<file path="config.mk">
export PLATFORM = sky130hd
export DESIGN_NAME = bf16_mac_sched_44
export DESIGN_NICKNAME = d
export VERILOG_FILES = /design/src/rtl/bf16_mac_sched_44_pkg.sv /design/src/rtl/bf16_mac_sched_44_arb.sv /design/src/rtl/bf16_mac_sched_44.sv
export SDC_FILE = /design/constraint.sdc
export NUM_CORES = 1
export LEC_CHECK = 0
export ABC_AREA = 1
export CAP_MARGIN = 20
export CORE_ASPECT_RATIO = 1.25
export CORE_UTILIZATION = 41
export CTS_CLUSTER_DIAMETER = 150
export DETAILED_ROUTE_END_ITERATION = 8
export GPL_ROUTABILITY_DRIVEN = 0
export PLACE_DENSITY = 0.66
export RECOVER_POWER = 25
export SLEW_MARGIN = 20
export SYNTH_ARGS = -nofsm -noshare
export SYNTH_HDL_FRONTEND = slang
export SYNTH_SLANG_ARGS = --single-unit
</file>
<file path="constraint.sdc">
create_clock -name clk_44 -period 3.3 [get_ports clk_44]
set_input_delay 0.495 -clock clk_44 [delete_from_list [all_inputs] [get_ports clk_44]]
set_output_delay 0.495 -clock clk_44 [all_outputs]
set_load 0.05 [all_outputs]
</file>
<file path="src/rtl/bf16_mac_sched_44_pkg.sv">
// Shared types and constants for the BF16 MAC scheduler: FSM state encoding,
// BF16 special values, default latencies and a saturating counter helper.
package bf16_sched_pkg_44;

  typedef enum logic [2:0] {
    ST_IDLE  = 3'd0,
    ST_CLEAR = 3'd1,
    ST_ISSUE = 3'd2,
    ST_DRAIN = 3'd3,
    ST_DONE  = 3'd4
  } state_e;

  localparam logic [15:0] BF16_ZERO = 16'h0000;
  localparam logic [15:0] BF16_QNAN = 16'h7FC0;

  localparam int unsigned DEF_NUM_REQ      = 4;
  localparam int unsigned DEF_NUM_ELEMENTS = 12;
  localparam int unsigned DEF_MUL_LAT      = 3;
  localparam int unsigned DEF_ACC_LAT      = 1;
  localparam int unsigned DEF_WDOG         = 32;

  function automatic logic [7:0] sat_inc8(input logic [7:0] v);
    return (v == 8'hFF) ? v : v + 8'd1;
  endfunction

endpackage

</file>
<file path="src/rtl/bf16_mac_sched_44_arb.sv">
// Combinational round-robin pick: first requesting bit at or above rr_ptr,
// wrapping around; the pointer itself is owned by the scheduler.
module rr_arbiter_44 #(
  parameter int unsigned NUM_REQ = 4,
  parameter int unsigned PW      = 2
) (
  input  logic [NUM_REQ-1:0] req,
  input  logic [PW-1:0]      rr_ptr,
  output logic [NUM_REQ-1:0] gnt,
  output logic [PW-1:0]      gnt_idx,
  output logic               any
);

  always_comb begin
    int unsigned k;
    k       = 0;
    gnt     = '0;
    gnt_idx = '0;
    any     = 1'b0;
    for (int unsigned i = 0; i < NUM_REQ; i++) begin
      k = (32'(rr_ptr) + i) % NUM_REQ;
      if (!any && req[k]) begin
        gnt[k]  = 1'b1;
        gnt_idx = PW'(k);
        any     = 1'b1;
      end
    end
  end

endmodule

</file>
<file path="src/rtl/bf16_mac_sched_44.sv">
// Round-robin scheduler sharing one pipelined BF16 MAC among NUM_REQ requesters:
// clear, issue one pair per cycle, count returns, capture the sum, pulse done.
module bf16_mac_sched_44
  import bf16_sched_pkg_44::*;
#(
  parameter int unsigned NUM_REQ      = DEF_NUM_REQ,
  parameter int unsigned NUM_ELEMENTS = DEF_NUM_ELEMENTS,
  parameter int unsigned MUL_LAT      = DEF_MUL_LAT,
  parameter int unsigned ACC_LAT      = DEF_ACC_LAT,
  parameter int unsigned WDOG         = DEF_WDOG
) (
  input  logic                 clk_44,
  input  logic                 rst_44,
  input  logic [NUM_REQ-1:0]   req_44,
  input  logic [NUM_REQ*4-1:0] len_44,
  output logic [NUM_REQ-1:0]   grant_44,
  output logic [3:0]           elem_idx_44,
  output logic                 mac_clear_44,
  output logic                 mac_valid_in_44,
  input  logic                 mac_valid_out_44,
  input  logic [15:0]          mac_result_44,
  output logic [15:0]          result_44,
  output logic [NUM_REQ-1:0]   done_44,
  output logic                 busy_44,
  output logic                 err_44,
  output logic [7:0]           debug_cycle_count_44
);

  localparam int unsigned PW     = (NUM_REQ > 1) ? $clog2(NUM_REQ) : 1;
  localparam int unsigned WW     = $clog2(WDOG + 1);
  localparam logic [3:0]  MAXLEN = 4'(NUM_ELEMENTS);

  // A drain that normally lasts the MAC latency must fit inside the watchdog window.
  if (MUL_LAT + ACC_LAT >= WDOG) begin : g_cfg_check
    $error("bf16_mac_sched_44: WDOG must exceed MUL_LAT+ACC_LAT");
  end

  state_e             state_q, state_d;
  logic [NUM_REQ-1:0] grant_q, grant_d;
  logic [PW-1:0]      gidx_q, gidx_d, rr_ptr_q, rr_ptr_d;
  logic [3:0]         len_q, len_d, issue_cnt_q, issue_cnt_d, ret_cnt_q, ret_cnt_d;
  logic [7:0]         cyc_q, cyc_d;
  logic [WW-1:0]      wdog_q, wdog_d;
  logic [15:0]        result_q, result_d;
  logic               err_q, err_d;

  logic [NUM_REQ-1:0] arb_gnt;
  logic [PW-1:0]      arb_idx;
  logic               arb_any;
  logic [3:0]         len_sel, len_clamped;
  logic               last_ret;

  rr_arbiter_44 #(.NUM_REQ(NUM_REQ), .PW(PW)) u_arb (
    .req     (req_44),
    .rr_ptr  (rr_ptr_q),
    .gnt     (arb_gnt),
    .gnt_idx (arb_idx),
    .any     (arb_any)
  );

  always_comb begin
    len_sel = '0;
    for (int unsigned i = 0; i < NUM_REQ; i++) begin
      if (arb_gnt[i]) len_sel = len_44[4*i +: 4];
    end
    len_clamped = (len_sel > MAXLEN) ? MAXLEN : len_sel;
  end

  assign last_ret = mac_valid_out_44 && (ret_cnt_q + 4'd1 == len_q);

  always_comb begin
    state_d     = state_q;
    grant_d     = grant_q;
    gidx_d      = gidx_q;
    rr_ptr_d    = rr_ptr_q;
    len_d       = len_q;
    issue_cnt_d = issue_cnt_q;
    ret_cnt_d   = ret_cnt_q;
    cyc_d       = cyc_q;
    wdog_d      = wdog_q;
    result_d    = result_q;
    err_d       = err_q;
    unique case (state_q)
      ST_IDLE: begin
        if (arb_any) begin
          grant_d = arb_gnt;
          gidx_d  = arb_idx;
          len_d   = len_clamped;
          err_d   = 1'b0;
          cyc_d   = '0;
          if (len_clamped == 4'd0) begin
            result_d = BF16_ZERO;
            state_d  = ST_DONE;
          end else begin
            state_d  = ST_CLEAR;
          end
        end
      end
      ST_CLEAR: begin
        issue_cnt_d = '0;
        ret_cnt_d   = '0;
        wdog_d      = '0;
        cyc_d       = sat_inc8(cyc_q);
        state_d     = ST_ISSUE;
      end
      ST_ISSUE: begin
        issue_cnt_d = issue_cnt_q + 4'd1;
        cyc_d       = sat_inc8(cyc_q);
        if (mac_valid_out_44) ret_cnt_d = ret_cnt_q + 4'd1;
        if (last_ret) begin
          result_d = mac_result_44;
          state_d  = ST_DONE;
        end else if (issue_cnt_q == len_q - 4'd1) begin
          state_d  = ST_DRAIN;
        end
      end
      ST_DRAIN: begin
        cyc_d  = sat_inc8(cyc_q);
        wdog_d = wdog_q + 1'b1;
        if (mac_valid_out_44) ret_cnt_d = ret_cnt_q + 4'd1;
        if (last_ret) begin
          result_d = mac_result_44;
          state_d  = ST_DONE;
        end else if (wdog_q == WW'(WDOG - 1)) begin
          result_d = BF16_QNAN;
          err_d    = 1'b1;
          state_d  = ST_DONE;
        end
      end
      ST_DONE: begin
        grant_d  = '0;
        rr_ptr_d = (gidx_q == PW'(NUM_REQ - 1)) ? '0 : gidx_q + 1'b1;
        state_d  = ST_IDLE;
      end
      default: state_d = ST_IDLE;
    endcase
  end

  always_ff @(posedge clk_44 or posedge rst_44) begin
    if (rst_44) begin
      state_q     <= ST_IDLE;
      grant_q     <= '0;
      gidx_q      <= '0;
      rr_ptr_q    <= '0;
      len_q       <= '0;
      issue_cnt_q <= '0;
      ret_cnt_q   <= '0;
      cyc_q       <= '0;
      wdog_q      <= '0;
      result_q    <= '0;
      err_q       <= 1'b0;
    end else begin
      state_q     <= state_d;
      grant_q     <= grant_d;
      gidx_q      <= gidx_d;
      rr_ptr_q    <= rr_ptr_d;
      len_q       <= len_d;
      issue_cnt_q <= issue_cnt_d;
      ret_cnt_q   <= ret_cnt_d;
      cyc_q       <= cyc_d;
      wdog_q      <= wdog_d;
      result_q    <= result_d;
      err_q       <= err_d;
    end
  end

  assign grant_44             = grant_q;
  assign elem_idx_44          = (state_q == ST_ISSUE) ? issue_cnt_q : 4'd0;
  assign mac_clear_44         = (state_q == ST_CLEAR);
  assign mac_valid_in_44      = (state_q == ST_ISSUE);
  assign result_44            = result_q;
  assign done_44              = (state_q == ST_DONE) ? grant_q : '0;
  assign busy_44              = (state_q != ST_IDLE);
  assign err_44               = err_q;
  assign debug_cycle_count_44 = cyc_q;

endmodule
</file>
Fig. 1: run 1, sizing map
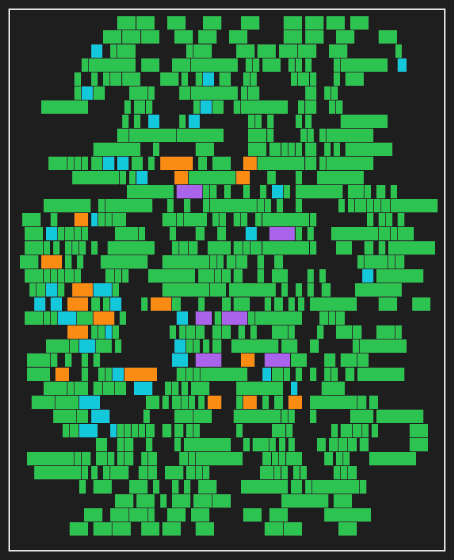
- purple: _6 and larger (cells 6; most used clkbuf_8)
- cyan: _2 cells (cells 34; most used nand2_2)
- green: _0 and _1 cells (cells 495; most used nand2_1)
- orange: _3 and _4 cells (cells 17; most used buf_4)
post-route cell area: 4470 sq um
layout overhead on the synthesized area: 29.7%

Fig. 2: run 1, cell density map
Scale bar: 20 microns. The die is cut into 8 by 10 equal tiles; dark blue is low, red is high, 0 to 100% covered.
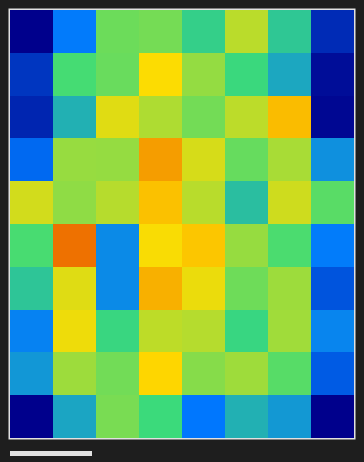
- emptiest ninth of the die: top left
- nearly empty tiles: 5.0%
- fullest tile: 87%
- mean over tiles: 50%
- densest ninth of the die: middle

Fig. 3: run 1, routing congestion map
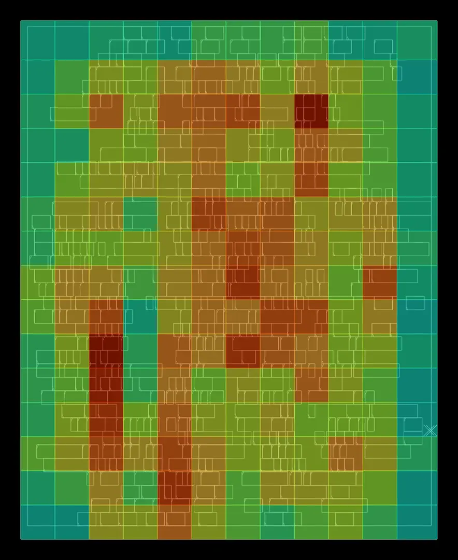
Post-Route Utilization: 54.5%
met1 Track Usage GR: 25.7%

==> flow_summary.rst, run 1 <==
Implementation results
======================

.. list-table::
   :header-rows: 1

   * - Metric
     - Value
   * - GRT Max-Usage Layer
     - met2
   * - CTS tree
     - done
   * - Worst Setup Start Kind
     - flip-flop
   * - Insertion delay at the late pin of the worst-skew pair
     - 0.31 ns
   * - Worst ir drop on vdd
     - approximately 0.60 mV
   * - DP Area
     - 4390 sq um
   * - Final Power
     - roughly 4.5 mW
   * - Endpoint of the worst-slack reg-to-reg timing path
     - result_44[13]
   * - Max Cap Viol
     - 0
   * - Core area
     - approximately 8200 sq um
   * - Final cell count without fillers
     - 649
   * - Type of the worst setup path
     - reg -> out
   * - Leading area contributor after synthesis
     - dfrtp_1
   * - Startpoint of the most critical setup path
     - state_q[1]
   * - TritonCTS buffer count
     - 5
   * - Highest net fanout along the worst path
     - 7
   * - Vias after detailed routing
     - about 3300
   * - Status
     - finished with violations
   * - Tightest Pin Transition
     - 1.36 ns
   * - Worst R2R Start
     - rr_ptr_q[1]
   * - WHS Endpoint
     - result_44[8]
   * - Required arrival time at the worst endpoint
     - 2.80 ns
   * - Final-report hold violation count
     - 0
   * - Met1 routed wirelength after detailed routing
     - 3790 microns
   * - Chip Area
     - just under 9000 sq um
   * - H-tree depth reported by CTS
     - 2
   * - Cell class contributing the biggest share of worst-path delay
     - buffers and inverters
   * - Total setup buffers inserted after CTS
     - 0
   * - Detail Placement HPWL
     - ~6600 microns
   * - Combinational power
     - 3.04 mW
   * - Worst R2R Path Depth
     - 18
   * - Int Power
     - 2.01 mW
   * - Count of clock tree sinks
     - approximately 54
   * - Most frequently used flop master after synthesis
     - dfrtp_1
   * - Power dissipated in the clock network
     - between 0.3 and 0.4 mW
   * - Max-slew violation total from the final report
     - 0
   * - Aoi share
     - between 10 and 15%
   * - WHS Path Cells
     - 2
   * - Number of buffers on the longest clock path
     - 2
   * - Post-placement setup slack
     - around 0.36 ns
   * - Min-Delay Path Class
     - reg -> reg
   * - Setup Viol. Count Final
     - 0
   * - Pleak
     - roughly 2.2 nW
   * - Failing checks
     - design-rule violations
   * - Number of global-route vias before repair
     - ~3200
   * - List of most frequent post-synthesis cells
     - nand2_1 (102), inv_1 (67), nor2_1 (65), dfrtp_1 (54), a21oi_1 (22)
   * - Total congestion overflow after global routing
     - 0
   * - Largest stage delay on the critical path
     - 0.82 ns
   * - Power attributed to sequential cells
     - a little over 1 mW
   * - Post-synthesis share of cell area spent on full adders, half adders and majority gates
     - between 4 and 5%
   * - # placed instances
     - approximately 640
   * - Gates resized, CTS repair
     - 0
   * - Clock slew at the register clock pins of the worst setup and hold paths
     - ~0.10 ns
   * - All-Layer GR Usage
     - roughly a fifth
   * - Most prevalent standard cell on the critical path
     - nor2_1
   * - Crit-path slowest cell
     - clkdlybuf4s50_1
   * - Number of warnings the tools reported
     - 32
   * - Drt initial violations
     - roughly 180
   * - Number of design rule violations left after detail routing
     - 2
   * - Flops after synth
     - about 54
   * - Port Buf Inserts
     - 78
   * - Root buffer cell
     - clkbuf_8
   * - Floorplan net count
     - just over 500
   * - Gate count of the mapped netlist
     - about 460
   * - M3 GR Usage
     - around 2.5%
   * - Crit path cell chain
     - nor2_1 > inv_1 > nor2_1 > inv_1 > nor2_1 > clkdlybuf4s50_1
   * - Proportion of power drawn by flip-flops and latches
     - a little under a quarter
   * - Worst Setup End Kind
     - output port
   * - MUX share of area
     - 0%
   * - Initial antenna violation count
     - 0
   * - Part of the power in combinational logic
     - around 68%
   * - Post-DR wirelength/cell
     - 13.3 microns
   * - Most numerous logic cell after layout
     - nand2_1
   * - Setup total negative slack
     - 0 ns
   * - Global routing met2 resource utilization
     - a little under two fifths
   * - Async set-reset flop share out of synthesis
     - 100%
   * - First-pass GRT wire length
     - roughly 15000 microns
   * - Dominant power group
     - combinational logic
   * - Core Rows
     - 37
   * - Most repeated cell in the gate-level netlist after synthesis
     - nand2_1
   * - End point of the critical path
     - done_44[0]
   * - Logic depth of the worst path, buffers included
     - 6
   * - Synth Area in Simple Gates
     - ~33%
   * - Xor/xnor cell area share of the yosys netlist
     - under 10%
   * - Summed instance area of the synthesized netlist
     - 3450 sq um
   * - Worst rel slew slack
     - under 10%
   * - Floorplan die height
     - roughly 100 microns
   * - Floorplan core density
     - around 42%
   * - Highest metal layer with signal wires
     - met4
   * - Psw
     - about 2.5 mW
   * - Largest net degree at the start of global routing
     - 55
   * - Number of warnings issued by yosys
     - 0
   * - Drt first pass iters
     - 8
   * - Unrepaired setup endpoints after global routing
     - false
   * - Arrival time of the worst setup path
     - approximately 2.4 ns
   * - Yosys-reported design area after synthesis
     - 3450 sq um
   * - Main logic family after synthesis
     - simple AND/OR/NAND/NOR gates
   * - Mean instance size in the synthesized netlist
     - 7.44 sq um
   * - Post-route ant nets
     - 0
   * - Total of hold buffers inserted after clock tree synthesis
     - 0
   * - Vias per cell
     - 5.05
   * - IO Count
     - roughly 79
[run 1: registers in the layout, indices dropped and copies added, names as in the netlist]
signal,flops
issue_cnt_q,4
ret_cnt_q,4
grant_44,4
debug_cycle_count_44,8
result_44,16
state_q,3
rr_ptr_q,2
gidx_q,2
len_q,4
wdog_q,6
err_44,1
[run 1: area by class of cell]
type / instances / area (sq um)
Clock buffer: 5 / 68.8
Clock inverter: 2 / 13.8
Fill cell: 792 / 3730
Inverter: 72 / 270
Multi-Input combinational cell: 331 / 1790
Sequential cell: 54 / 1350
Tap cell: 97 / 121
Timing Repair Buffer: 88 / 853
Fig. 4: run 1, placement by cell class
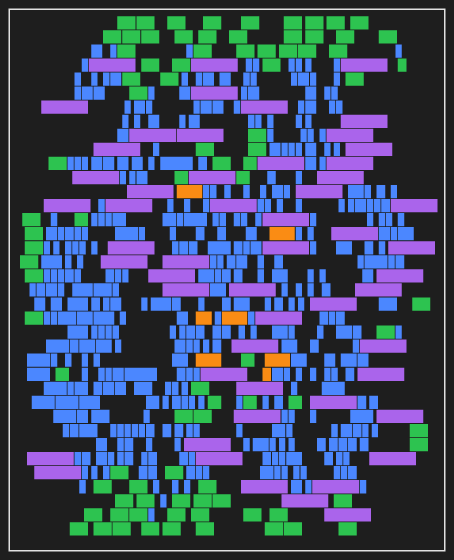

==> run 2, diff against run 1 <==
Settings changed: CORE_UTILIZATION 41 to 45, PLACE_DENSITY 0.66 to 0.72.
Fig. 5: run 2, placement by cell class
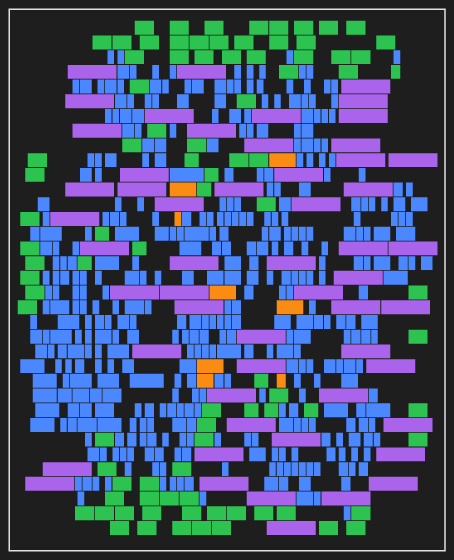
- purple: sequential cells (cells 54; share of their area 31%)
- orange: clock drivers and dummy loads (cells 8; share of their area 2.0%)
- green: remaining buffers and delay cells (cells 89; share of their area 20%)
- blue: combinational and other logic (cells 403; share of their area 47%)
Post-Route Utilization: 60.4%
post-route cell area: 4470 sq um
proportion of cell area occupied by registers: 30.2%
core area: 7400 sq um

Fig. 6: run 2, sizing map
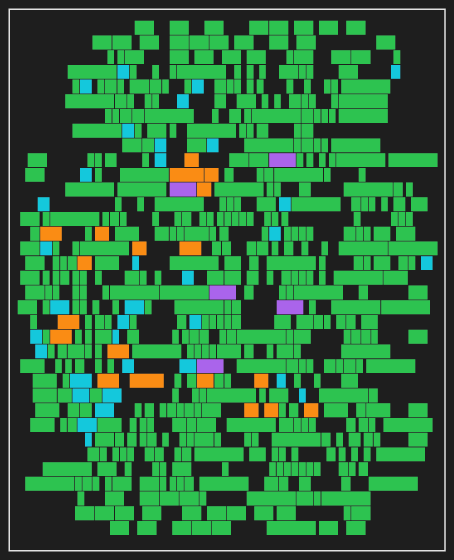
- green: _0 and _1 cells (cells 496; most used nand2_1)
- cyan: _2 cells (cells 34; most used nand2_2)
- purple: _6 and larger (cells 5; most used clkbuf_8)
- orange: _3 and _4 cells (cells 19; most used buf_4)
layout overhead on the synthesized area: 29.8%
smallest setup slack after layout: 0.365 ns

==> run 2 against run 1 <==
  * The flow now finishes without violations
  * Count of clock-buffer cells in the layout grew 1
  * Routed wire length down 1.4%
  * Flip-flop count stayed put
  * Clock skew grew 0.00077 ns
  * Final area is 0.11% higher
  * Synthesized cell count stayed put
  * Worst setup slack worse by 0.019 ns
  * Critical path type is now reg -> reg
  * Fmax down 0.65%
  * Power rose by 0.21%
  * Largest power group unchanged
==> flow_summary.rst, run 2 <==
Implementation results
======================

.. list-table::
   :header-rows: 1

   * - Metric
     - Value
   * - Status
     - completed
   * - Most numerous logic cell after layout
     - nand2_1
   * - Worst Setup Start Kind
     - flip-flop
   * - Synth Area in Simple Gates
     - 33.0% (unchanged)
   * - Flops after synth
     - 54 (unchanged)
   * - Min-Delay Path Class
     - reg -> reg
   * - Detail Placement HPWL
     - 6580 microns (-0.84%)
   * - Largest type area fraction
     - roughly 40%
   * - Setup Viol. Count Final
     - 0 (unchanged)
   * - Power attributed to sequential cells
     - 1.04 mW (about the same)
   * - Port Buf Inserts
     - 78 (unchanged)
   * - Mean instance size in the synthesized netlist
     - 7.44 sq um (unchanged)
   * - Cell class contributing the biggest share of worst-path delay
     - simple AND/OR/NAND/NOR gates
   * - Main logic family after synthesis
     - simple AND/OR/NAND/NOR gates
   * - First-pass GRT wire length
     - 14200 microns (-3.7%)
   * - Async set-reset flop share out of synthesis
     - 100% (unchanged)
   * - Met3 routed wirelength
     - between 200 and 250 microns
   * - Final cell count without fillers
     - 646 (-0.46%)
   * - Fin crit share
     - between 80% and 90%
   * - Summed instance area of the synthesized netlist
     - 3450 sq um (unchanged)
   * - Met1 Track Usage GR
     - 28.5% (+2.8 points)
   * - # placed instances
     - 638 (-0.62%)
   * - Worst R2R Path Depth
     - 18 (unchanged)
   * - Drt first pass iters
     - 4 (-4)
   * - Met1 routed wirelength after detailed routing
     - 3670 microns (-3.2%)
   * - Worst Setup End Kind
     - flip-flop
   * - List of most frequent post-synthesis cells
     - nand2_1 (102), inv_1 (67), nor2_1 (65), dfrtp_1 (54), a21oi_1 (22)
   * - Wire length on met2
     - around 4400 microns
   * - Gate count of the mapped netlist
     - 463 (unchanged)
   * - Most frequently used flop master after synthesis
     - dfrtp_1
   * - DP Area
     - 4400 sq um (+0.31%)
   * - Endpoint of the worst-slack reg-to-reg timing path
     - result_44[15]
   * - Worst Path Buf+Inv
     - 2
   * - TritonCTS buffer count
     - 5 (unchanged)
   * - IO Count
     - 79 (unchanged)
   * - Most repeated cell in the gate-level netlist after synthesis
     - nand2_1
   * - Layout Skew
     - about 0.0082 ns
   * - Crit path time final
     - ~2.9 ns
   * - Post-placement setup slack
     - 0.350 ns (-0.0100 ns)
   * - Number of design rule violations left after detail routing
     - 0 (-2)
   * - Xor/xnor cell area share of the yosys netlist
     - 2.80% (unchanged)
   * - Switching share of power
     - between 50% and 60%
   * - Part of the power in combinational logic
     - 68.4% (+0.2 points)
   * - Drt initial violations
     - 172 (-2.8%)
   * - Number of flip-flops under the largest register name
     - 16 (unchanged)
   * - Final-report hold violation count
     - 0 (unchanged)
   * - Psw
     - 2.45 mW (-0.16%)
   * - Pleak
     - 2.16 nW (+0.25%)
   * - Crit path cell chain
     - inv_1 > ha_1 > inv_1 > nand3_1 > nand2_1 > nor2_4 > a21boi_2 > nand3_4 > a21oi_1 > nand2_1 > nand2_1 > nand2_1 > nor2_2 > nand2_2 > nand2_4 > nand3_4 > nand2_2 > nand2_1
   * - Floorplan net count
     - 515 (unchanged)
   * - Post-route ant nets
     - 0 (unchanged)
   * - Post-DR wirelength/cell
     - 13.2 microns (-0.95%)
   * - WHS Path Cells
     - 2 (unchanged)
   * - Clock group share of total power
     - just over 8%
   * - Tightest Pin Transition
     - 1.35 ns (-0.0148 ns)
   * - Areal power density over the cells
     - roughly 1000 nW/um^2
   * - Floorplan core density
     - 46.6% (+4.5 points)
   * - Int Power
     - 2.02 mW (+0.66%)
   * - Yosys cell count
     - approximately 460
   * - Aoi share
     - 11.4% (unchanged)
   * - Type of the worst setup path
     - reg -> reg
   * - Sequential area share after synthesis
     - between 30% and 40%
   * - Floorplan die height
     - 99.8 microns (-4.5%)
   * - Proportion of power drawn by flip-flops and latches
     - 23.3% (about the same)
   * - Post-synthesis share of cell area spent on full adders, half adders and majority gates
     - 4.72% (unchanged)
   * - Unrepaired setup endpoints after global routing
     - false
   * - Arrival time of the worst setup path
     - 3.14 ns (+0.72 ns)
   * - Combinational power
     - 3.06 mW (about the same)
   * - Most prevalent standard cell on the critical path
     - nand2_1
   * - Commonest non-fill, non-tap cells in the layout
     - nand2_1 (102), clkdlybuf4s50_1 (77), inv_1 (66), nor2_1 (65), dfrtp_1 (54)
   * - Number of buffers on the longest clock path
     - 2 (unchanged)
   * - CTS tree
     - done
   * - Worst R2R Start
     - rr_ptr_q[1]
   * - Fraction of layout cells with a size suffix above 1
     - a little over a tenth
   * - Insertion delay at the late pin of the worst-skew pair
     - 0.31 ns (about the same)
   * - Vias per cell
     - 5.11 (+1.3%)
   * - Largest net degree at the start of global routing
     - 55 (unchanged)
   * - Die W
     - around 80 microns
   * - Largest stage delay on the critical path
     - 0.52 ns (-0.30 ns)
   * - MUX share of area
     - 0% (unchanged)
   * - WHS Endpoint
     - result_44[10]
   * - Setup total negative slack
     - 0 ns (unchanged)
   * - Core Rows
     - 35 (-5.4%)
   * - Number of warnings the tools reported
     - 32 (unchanged)
   * - Crit-path slowest cell
     - dfrtp_1
   * - Chip Area
     - 8010 sq um (-8.7%)
   * - Power dissipated in the clock network
     - 0.372 mW (-2%)
   * - Vias after detailed routing
     - 3304 (+0.85%)
   * - Inserted Diodes
     - 0
   * - Min-delay src
     - result_44[10]
   * - H-tree depth reported by CTS
     - 2 (unchanged)
   * - Final Power
     - 4.47 mW (+0.21%)
   * - Max Cap Viol
     - 0 (unchanged)
   * - Highest metal layer with signal wires
     - met4
   * - Total congestion overflow after global routing
     - 0 (unchanged)
   * - All-Layer GR Usage
     - 22.6% (+1.9 points)
   * - Total of hold buffers inserted after clock tree synthesis
     - 0 (unchanged)
   * - M3 GR Usage
     - 2.55% (+0.085 points)
   * - Worst-case register-to-register setup slack
     - ~0.37 ns
   * - Worst rel slew slack
     - 10.0% (+0.99 points)
   * - Number of distinct library cells after synthesis
     - 42
   * - Net count of the finished layout
     - slightly above 600
   * - Count of clock tree sinks
     - 54 (unchanged)
   * - Largest cells by area
     - dfrtp_1 (39%), nand2_1 (11%), inv_1 (7.3%)
   * - Required arrival time at the worst endpoint
     - 3.51 ns (+0.71 ns)
   * - Clock slew at the register clock pins of the worst setup and hold paths
     - 0.10 ns (about the same)
   * - Logic depth of the worst path, buffers included
     - 18 (+12)
   * - Total Wirelength
     - 8520 microns
   * - Count of library flops with an enable pin
     - 0
   * - Number of global-route vias before repair
     - 3123 (-2.1%)
   * - Root buffer cell
     - clkbuf_8
   * - Dominant power group
     - combinational logic
   * - Maximum clock rate
     - between 300 and 400 MHz
   * - Leading area contributor after synthesis
     - dfrtp_1
   * - Number of warnings issued by yosys
     - 0 (unchanged)
   * - Gates resized, CTS repair
     - 0 (unchanged)
   * - Worst hold margin
     - ~0.49 ns
   * - Worst ir drop on vdd
     - 0.654 mV (+9.6%)
   * - Highest net fanout along the worst path
     - 17 (+10)
   * - Initial antenna violation count
     - 0 (unchanged)
   * - Global routing met2 resource utilization
     - 39.5% (+1.9 points)
   * - Max-slew violation total from the final report
     - 0 (unchanged)
   * - Total setup buffers inserted after CTS
     - 0 (unchanged)
   * - Yosys-reported design area after synthesis
     - 3450 sq um (unchanged)
   * - GRT Max-Usage Layer
     - met2
[run 2: worst max path at each step]
stage                           start             to
after CTS                 rr_ptr_q[1]  result_44[15]
after global placement      req_44[3]  result_44[12]
after floorplan           rr_ptr_q[0]   result_44[0]
after global routing      rr_ptr_q[1]  result_44[13]
after detailed placement    req_44[3]  result_44[15]
final                     rr_ptr_q[1]  result_44[15]
[run 2: final cells by class]
type	instances	area, sq um
Clock buffer	6	72.6
Multi-Input combinational cell	331	1790
Sequential cell	54	1350
Timing Repair Buffer	89	861
Clock inverter	2	13.8
Inverter	72	270
Tap cell	92	115
Fill cell	672	2930
[run 2: tightest hold or removal path, cell delays in order (launching register included)]
cell and delay [ns]:
dfrtp_1 0.36, nand2_1 0.05, nand2_1 0.05
Power figures rest on the tool's default switching activity, not on a simulated workload.
